===== config.mk =====
export PLATFORM = sky130hd
export DESIGN_NAME = vga_rect_renderer
export DESIGN_NICKNAME = d
export VERILOG_FILES = /design/src/rtl/vga_rect_renderer.sv
export SDC_FILE = /design/constraint.sdc
export NUM_CORES = 1
export LEC_CHECK = 0
export ABC_AREA = 1
export ABC_CLOCK_PERIOD_IN_PS = 2540
export CAP_MARGIN = 10
export CORE_MARGIN = 8
export CORE_UTILIZATION = 51
export DETAILED_ROUTE_END_ITERATION = 6
export PLACE_DENSITY = 0.68
export SLEW_MARGIN = 0
export SYNTH_ARGS = -nofsm -noshare
export SYNTH_HDL_FRONTEND = slang
export SYNTH_SLANG_ARGS = --single-unit

===== constraint.sdc =====
create_clock -name clk -period 2.54 [get_ports clk]
set_input_delay 0.508 -clock clk [delete_from_list [all_inputs] [get_ports clk]]
set_output_delay 0.508 -clock clk [all_outputs]
set_load 0.1 [all_outputs]

===== src/rtl/vga_rect_renderer.sv =====
`default_nettype none
// vga_rect_renderer: draws up to N_RECT priority-ordered solid rectangles over a background colour,
// with vsync-committed shadow registers and a 2-cycle pixel pipeline. Rev 1.0
module vga_rect_renderer #(
   parameter int unsigned N_RECT = 4
) (
   input  logic       clk,
   input  logic       rst_n,
   input  logic [9:0] x,
   input  logic [8:0] y,
   input  logic       active,
   input  logic       hs,
   input  logic       vs,
   input  logic       wr_en,
   input  logic [4:0] wr_addr,
   input  logic [9:0] wr_data,
   output logic [5:0] rgb,
   output logic       hs_out,
   output logic       vs_out,
   output logic       de_out,
   output logic       commit
);

   localparam logic [4:0] ADDR_BG = 5'd20;
   localparam logic [4:0] ADDR_EN = 5'd21;

   logic [9:0]        sx0_q [N_RECT];
   logic [8:0]        sy0_q [N_RECT];
   logic [9:0]        sx1_q [N_RECT];
   logic [8:0]        sy1_q [N_RECT];
   logic [5:0]        scol_q[N_RECT];
   logic [5:0]        sbg_q;
   logic [N_RECT-1:0] sen_q;

   logic [9:0]        lx0_q [N_RECT];
   logic [8:0]        ly0_q [N_RECT];
   logic [9:0]        lx1_q [N_RECT];
   logic [8:0]        ly1_q [N_RECT];
   logic [5:0]        lcol_q[N_RECT];
   logic [5:0]        lbg_q;
   logic [N_RECT-1:0] len_q;

   logic              vs_q, hs1_q, de1_q;
   logic [N_RECT-1:0] hit_q, hit_d;
   logic [5:0]        col1_q[N_RECT];
   logic [5:0]        bg1_q;
   logic [5:0]        rgb_q, rgb_d;
   logic              hs2_q, vs2_q, de2_q, commit_q;
   logic              commit_w;

   assign commit_w = vs && !vs_q;

   always_ff @(posedge clk or negedge rst_n) begin
      if (!rst_n) begin
         for (int i = 0; i < int'(N_RECT); i++) begin
            sx0_q[i]  <= '0;
            sy0_q[i]  <= '0;
            sx1_q[i]  <= '0;
            sy1_q[i]  <= '0;
            scol_q[i] <= '0;
         end
         sbg_q <= '0;
         sen_q <= '0;
      end else if (wr_en) begin
         for (int i = 0; i < int'(N_RECT); i++) begin
            if (wr_addr == 5'(5*i))     sx0_q[i]  <= wr_data;
            if (wr_addr == 5'(5*i + 1)) sy0_q[i]  <= wr_data[8:0];
            if (wr_addr == 5'(5*i + 2)) sx1_q[i]  <= wr_data;
            if (wr_addr == 5'(5*i + 3)) sy1_q[i]  <= wr_data[8:0];
            if (wr_addr == 5'(5*i + 4)) scol_q[i] <= wr_data[5:0];
         end
         if (wr_addr == ADDR_BG) sbg_q <= wr_data[5:0];
         if (wr_addr == ADDR_EN) sen_q <= wr_data[N_RECT-1:0];
      end
   end

   // Live set samples the shadow before any same-cycle write lands.
   always_ff @(posedge clk or negedge rst_n) begin
      if (!rst_n) begin
         for (int i = 0; i < int'(N_RECT); i++) begin
            lx0_q[i]  <= '0;
            ly0_q[i]  <= '0;
            lx1_q[i]  <= '0;
            ly1_q[i]  <= '0;
            lcol_q[i] <= '0;
         end
         lbg_q    <= '0;
         len_q    <= '0;
         commit_q <= 1'b0;
      end else begin
         commit_q <= commit_w;
         if (commit_w) begin
            for (int i = 0; i < int'(N_RECT); i++) begin
               lx0_q[i]  <= sx0_q[i];
               ly0_q[i]  <= sy0_q[i];
               lx1_q[i]  <= sx1_q[i];
               ly1_q[i]  <= sy1_q[i];
               lcol_q[i] <= scol_q[i];
            end
            lbg_q <= sbg_q;
            len_q <= sen_q;
         end
      end
   end

   always_comb begin
      hit_d = '0;
      for (int i = 0; i < int'(N_RECT); i++) begin
         hit_d[i] = len_q[i] && (x >= lx0_q[i]) && (x < lx1_q[i])
                             && (y >= ly0_q[i]) && (y < ly1_q[i]);
      end
   end

   // Scan from the highest index down so the lowest-index hit wins.
   always_comb begin
      rgb_d = bg1_q;
      for (int i = int'(N_RECT) - 1; i >= 0; i--) begin
         if (hit_q[i]) rgb_d = col1_q[i];
      end
      if (!de1_q) rgb_d = '0;
   end

   always_ff @(posedge clk or negedge rst_n) begin
      if (!rst_n) begin
         vs_q  <= 1'b0;
         hs1_q <= 1'b0;
         de1_q <= 1'b0;
         hit_q <= '0;
         for (int i = 0; i < int'(N_RECT); i++) col1_q[i] <= '0;
         bg1_q <= '0;
         rgb_q <= '0;
         hs2_q <= 1'b0;
         vs2_q <= 1'b0;
         de2_q <= 1'b0;
      end else begin
         vs_q  <= vs;
         hs1_q <= hs;
         de1_q <= active;
         hit_q <= hit_d;
         for (int i = 0; i < int'(N_RECT); i++) col1_q[i] <= lcol_q[i];
         bg1_q <= lbg_q;
         rgb_q <= rgb_d;
         hs2_q <= hs1_q;
         vs2_q <= vs_q;
         de2_q <= de1_q;
      end
   end

   assign rgb    = rgb_q;
   assign hs_out = hs2_q;
   assign vs_out = vs2_q;
   assign de_out = de2_q;
   assign commit = commit_q;

endmodule
`default_nettype wire


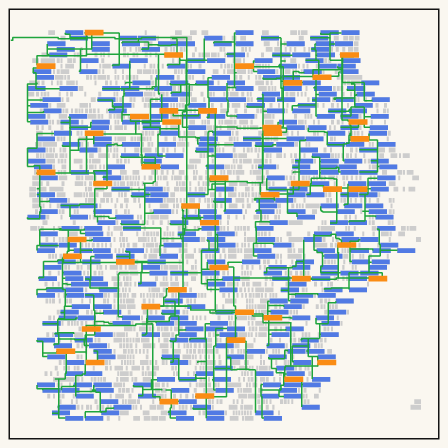
run_1/clock_map.png
legend:
  green:
    item: clock wires
    length: 4940 um
  orange:
    item: cells driving clock nets
    count: 45
  blue:
    item: flip-flops
    count: 419
flops lie: spread over the die
clk_skew: 0.00913 ns
insertion delay to the later sink of the worst-skew pair: 0.55 ns

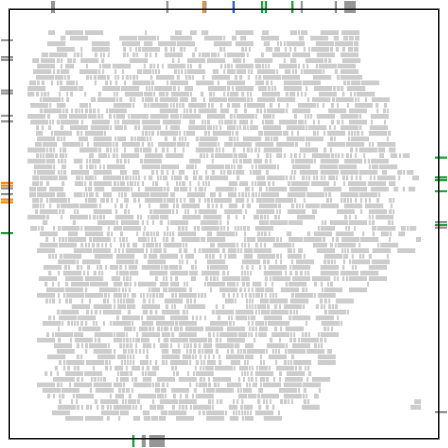
run_1/pins.png
Pins as bars across the die edge, other pins in gray.
legend:
  orange:
    port: wr_addr
    pins: 5
    direction: input
    edge: 4 left, 1 top
  blue:
    port: commit
    pins: 1
    direction: output
    edge: top
  green:
    port: wr_data
    pins: 10
    direction: input
    edge: 5 right, 3 top, 1 left, 1 bottom
all pins by edge: 17 top, 14 left, 11 bottom, 8 right
die height: 208 um
die span in x: 208 um
IO Port Bufs: 49

==> notes.md, run 1 <==
flow finished, numbers: post-CTS setup buffers 0, setup slack after layout 0.550 ns, Cells after DPL 2565, leak pwr 10.7 nW, number of distinct library cells after synthesis 36, fin crit share 78.3%, RSZ-0062 raised after global routing false, top cell category registers, reg-to-reg endpoint hit_q[2], DRT iter0 DRCs 991, kind of cell adding the most delay to the critical path buffers and inverters, MI comb cells 1351, Die Size 0.0433 mm^2, hold-critical path endpoint hs_out, Flops after synth 419, Setup CP Type in -> reg, Data buffer area share 4.82%, Post-DRT Antenna Nets 0, biggest area cells dfrtp_1 (56%), nand2_1 (13%), ha_1 (9.6%), o21ai_0 (7.7%), inv_1 (4.4%), Final clock-cell share 7.01%, H-tree levels 2, status finished clean, final WL 42.6 mm, Comb area share 33.0%, Pwr Density 844 mW/mm^2, GP Congestion 0.849, CP required 2.98 ns, tool warning count 26, crit path time final 1.99 ns, dpl cell area 0.0201 mm^2, CP cell instances clkdlybuf4s50_1, ha_1, nand2_1, nand2_1, nand2_1, nand2_1, nand2_1, nand3_1, nor2_1, nor2_1, buf_4, nand2_1, nor2_1, slew margin rel. 63.9%, Hold Slack 0.351 ns, Seq cells 419, Fillers 3083, worst hold path class reg -> reg, io pins 50, Hold Vio Cnt, Final 0, Hold Path Cell Cnt 0
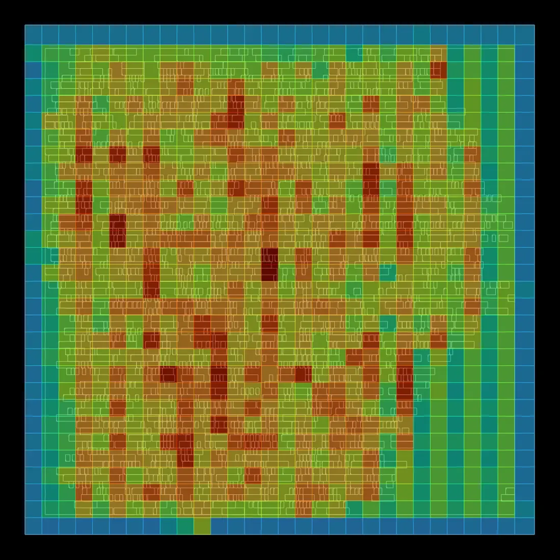
run_1/final_congestion.png
met1 Resource Use GR: 28.0%
post-DR wirelength/cell: 16.1 um
layer with the highest usage: met2
met2 usage: 32.6%
Global Route Usage Sum: 20.1%

-- run 1: metal layers --
layer  vias up  share of wire (%)  GRT usage [%]  wire (um)
met3        62                4.1           2.84       1760
met4         0                2.2           5.97        951
met2       244                 47           32.6      19900
met5         -                  0              0          0
li1       6760                  -              -          -
met1      6644                 47           28.0      20100
-- run 1: stage by stage --
step           total power [mW]  utilization (%)  TNS [ns]
6_report                   18.2             59.1         0
2_1_floorplan              10.6                -         0
3_5_place_dp               11.7             54.9   -0.0119
3_3_place_gp               11.5             54.9         0
4_1_cts                    18.4             59.1         0
5_1_grt                    19.3             59.1         0
-- run 1: report_power, final --
part	leakage (nW)	internal (mW)	switching [mW]
logic	4.51	1.20	1.98
registers	5.48	7.91	0.511
clock network	0.745	4.00	2.62
run_1/metal_stack.png
Only two layers are drawn.
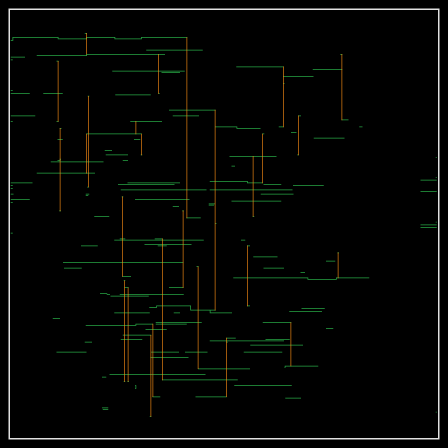

## Run 2: what changed since run 1
--- a/config.mk
+++ b/config.mk
@@ -6,12 +6,12 @@
 export NUM_CORES = 1
 export LEC_CHECK = 0
 export ABC_AREA = 1
-export ABC_CLOCK_PERIOD_IN_PS = 2540
+export ABC_CLOCK_PERIOD_IN_PS = 1800
 export CAP_MARGIN = 10
 export CORE_MARGIN = 8
 export CORE_UTILIZATION = 51
 export DETAILED_ROUTE_END_ITERATION = 6
-export PLACE_DENSITY = 0.68
+export PLACE_DENSITY = 0.7
 export SLEW_MARGIN = 0
 export SYNTH_ARGS = -nofsm -noshare
 export SYNTH_HDL_FRONTEND = slang
==> constraint.sdc (replaced) <==
create_clock -name clk -period 1.8 [get_ports clk]
set_input_delay 0.36 -clock clk [delete_from_list [all_inputs] [get_ports clk]]
set_output_delay 0.36 -clock clk [all_outputs]
set_load 0.1 [all_outputs]
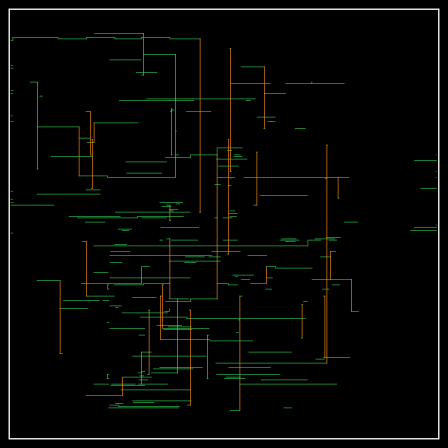
run_2/metal_stack.png
Only two layers are drawn.
legend:
  green:
    layer: met3
    wire_length: 2460 um
  orange:
    layer: met4
    wire_length: 1110 um
post-DR wirelength/cell: 16.9 um
final WL: 45.3 mm

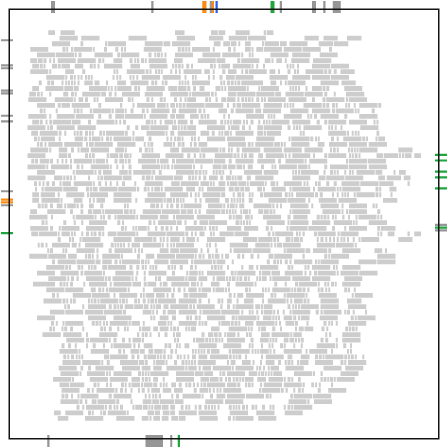
run_2/pins.png
Pins as bars across the die edge, other pins in gray.

==> run 2 against run 1 <==
Clock skew grew 0.014 ns. Worst hold slack lost 0.079 ns. Highest routed layer unchanged. Core utilization increased by 1.8 points. Critical path type unchanged. Global-route usage is 1.3 points higher. Synthesized cell count unchanged. Sequential share of layout area is 1.4 points lower. Cell count grew 1.5%. Non-clock buffer count is 44 higher. Critical path depth fell by 3.
==> notes.md, run 2 <==
flow finished, numbers: top cell category registers, Internal 18.2 mW, status finished clean, fin util 60.9%, leak pwr 11.1 nW, die height 208 um, IO Port Bufs 49, Hold Slack 0.272 ns, Total Power 25.5 mW, Pwr Density 1150 mW/mm^2, CP cell instances clkdlybuf4s50_1, buf_4, buf_4, ha_1, a21oi_1, o21ai_0, nand2_1, o211ai_1, nor2_2, nor2_1, Seq cells 419, Hold Vio Cnt, Final 0, Cells after DPL 2609, die span in x 208 um, Comb area share 32.1%, Final clock-cell share 6.33%, post-CTS setup buffers 0, GR met3 Demand/Resource 2.93%, setup slack after layout 0.0957 ns, fin crit share 94.7%, Gate power share 18.8%, Clock power frac 34.6%, met3 routed WL 2.46 mm, Met2 Wirelength 21.2 mm, dpl cell area 0.0208 mm^2, tool warning count 26, slew margin rel. 62.6%, Flops after synth 419, worst hold path class in -> reg, kind of cell adding the most delay to the critical path buffers and inverters
-- run 2: netlist changes by cell type in the layout (fill, tap and decap cells not counted), sizes merged --
cell / before / now
buf: 69 / 113
clkbuf: 67 / 63
clkinvlp: 0 / 3
bufinv: 4 / 2
clkdlybuf4s50: 38 / 37
clkinv: 8 / 7
diode: 1 / 0
dlygate4sd2: 0 / 1
-- run 2: power by group through the flow --
stage / Sequential (mW) / Combinational (mW) / Clock [mW]
floorplan: 12.0 / 2.95 / 0
global route: 12.1 / 5.57 / 9.35
detailed placement: 12.1 / 4.78 / 0
global placement: 12.0 / 4.52 / 0
CTS: 11.9 / 4.84 / 8.98
finish: 11.9 / 4.80 / 8.83
Power and IR drop assume default switching activity.
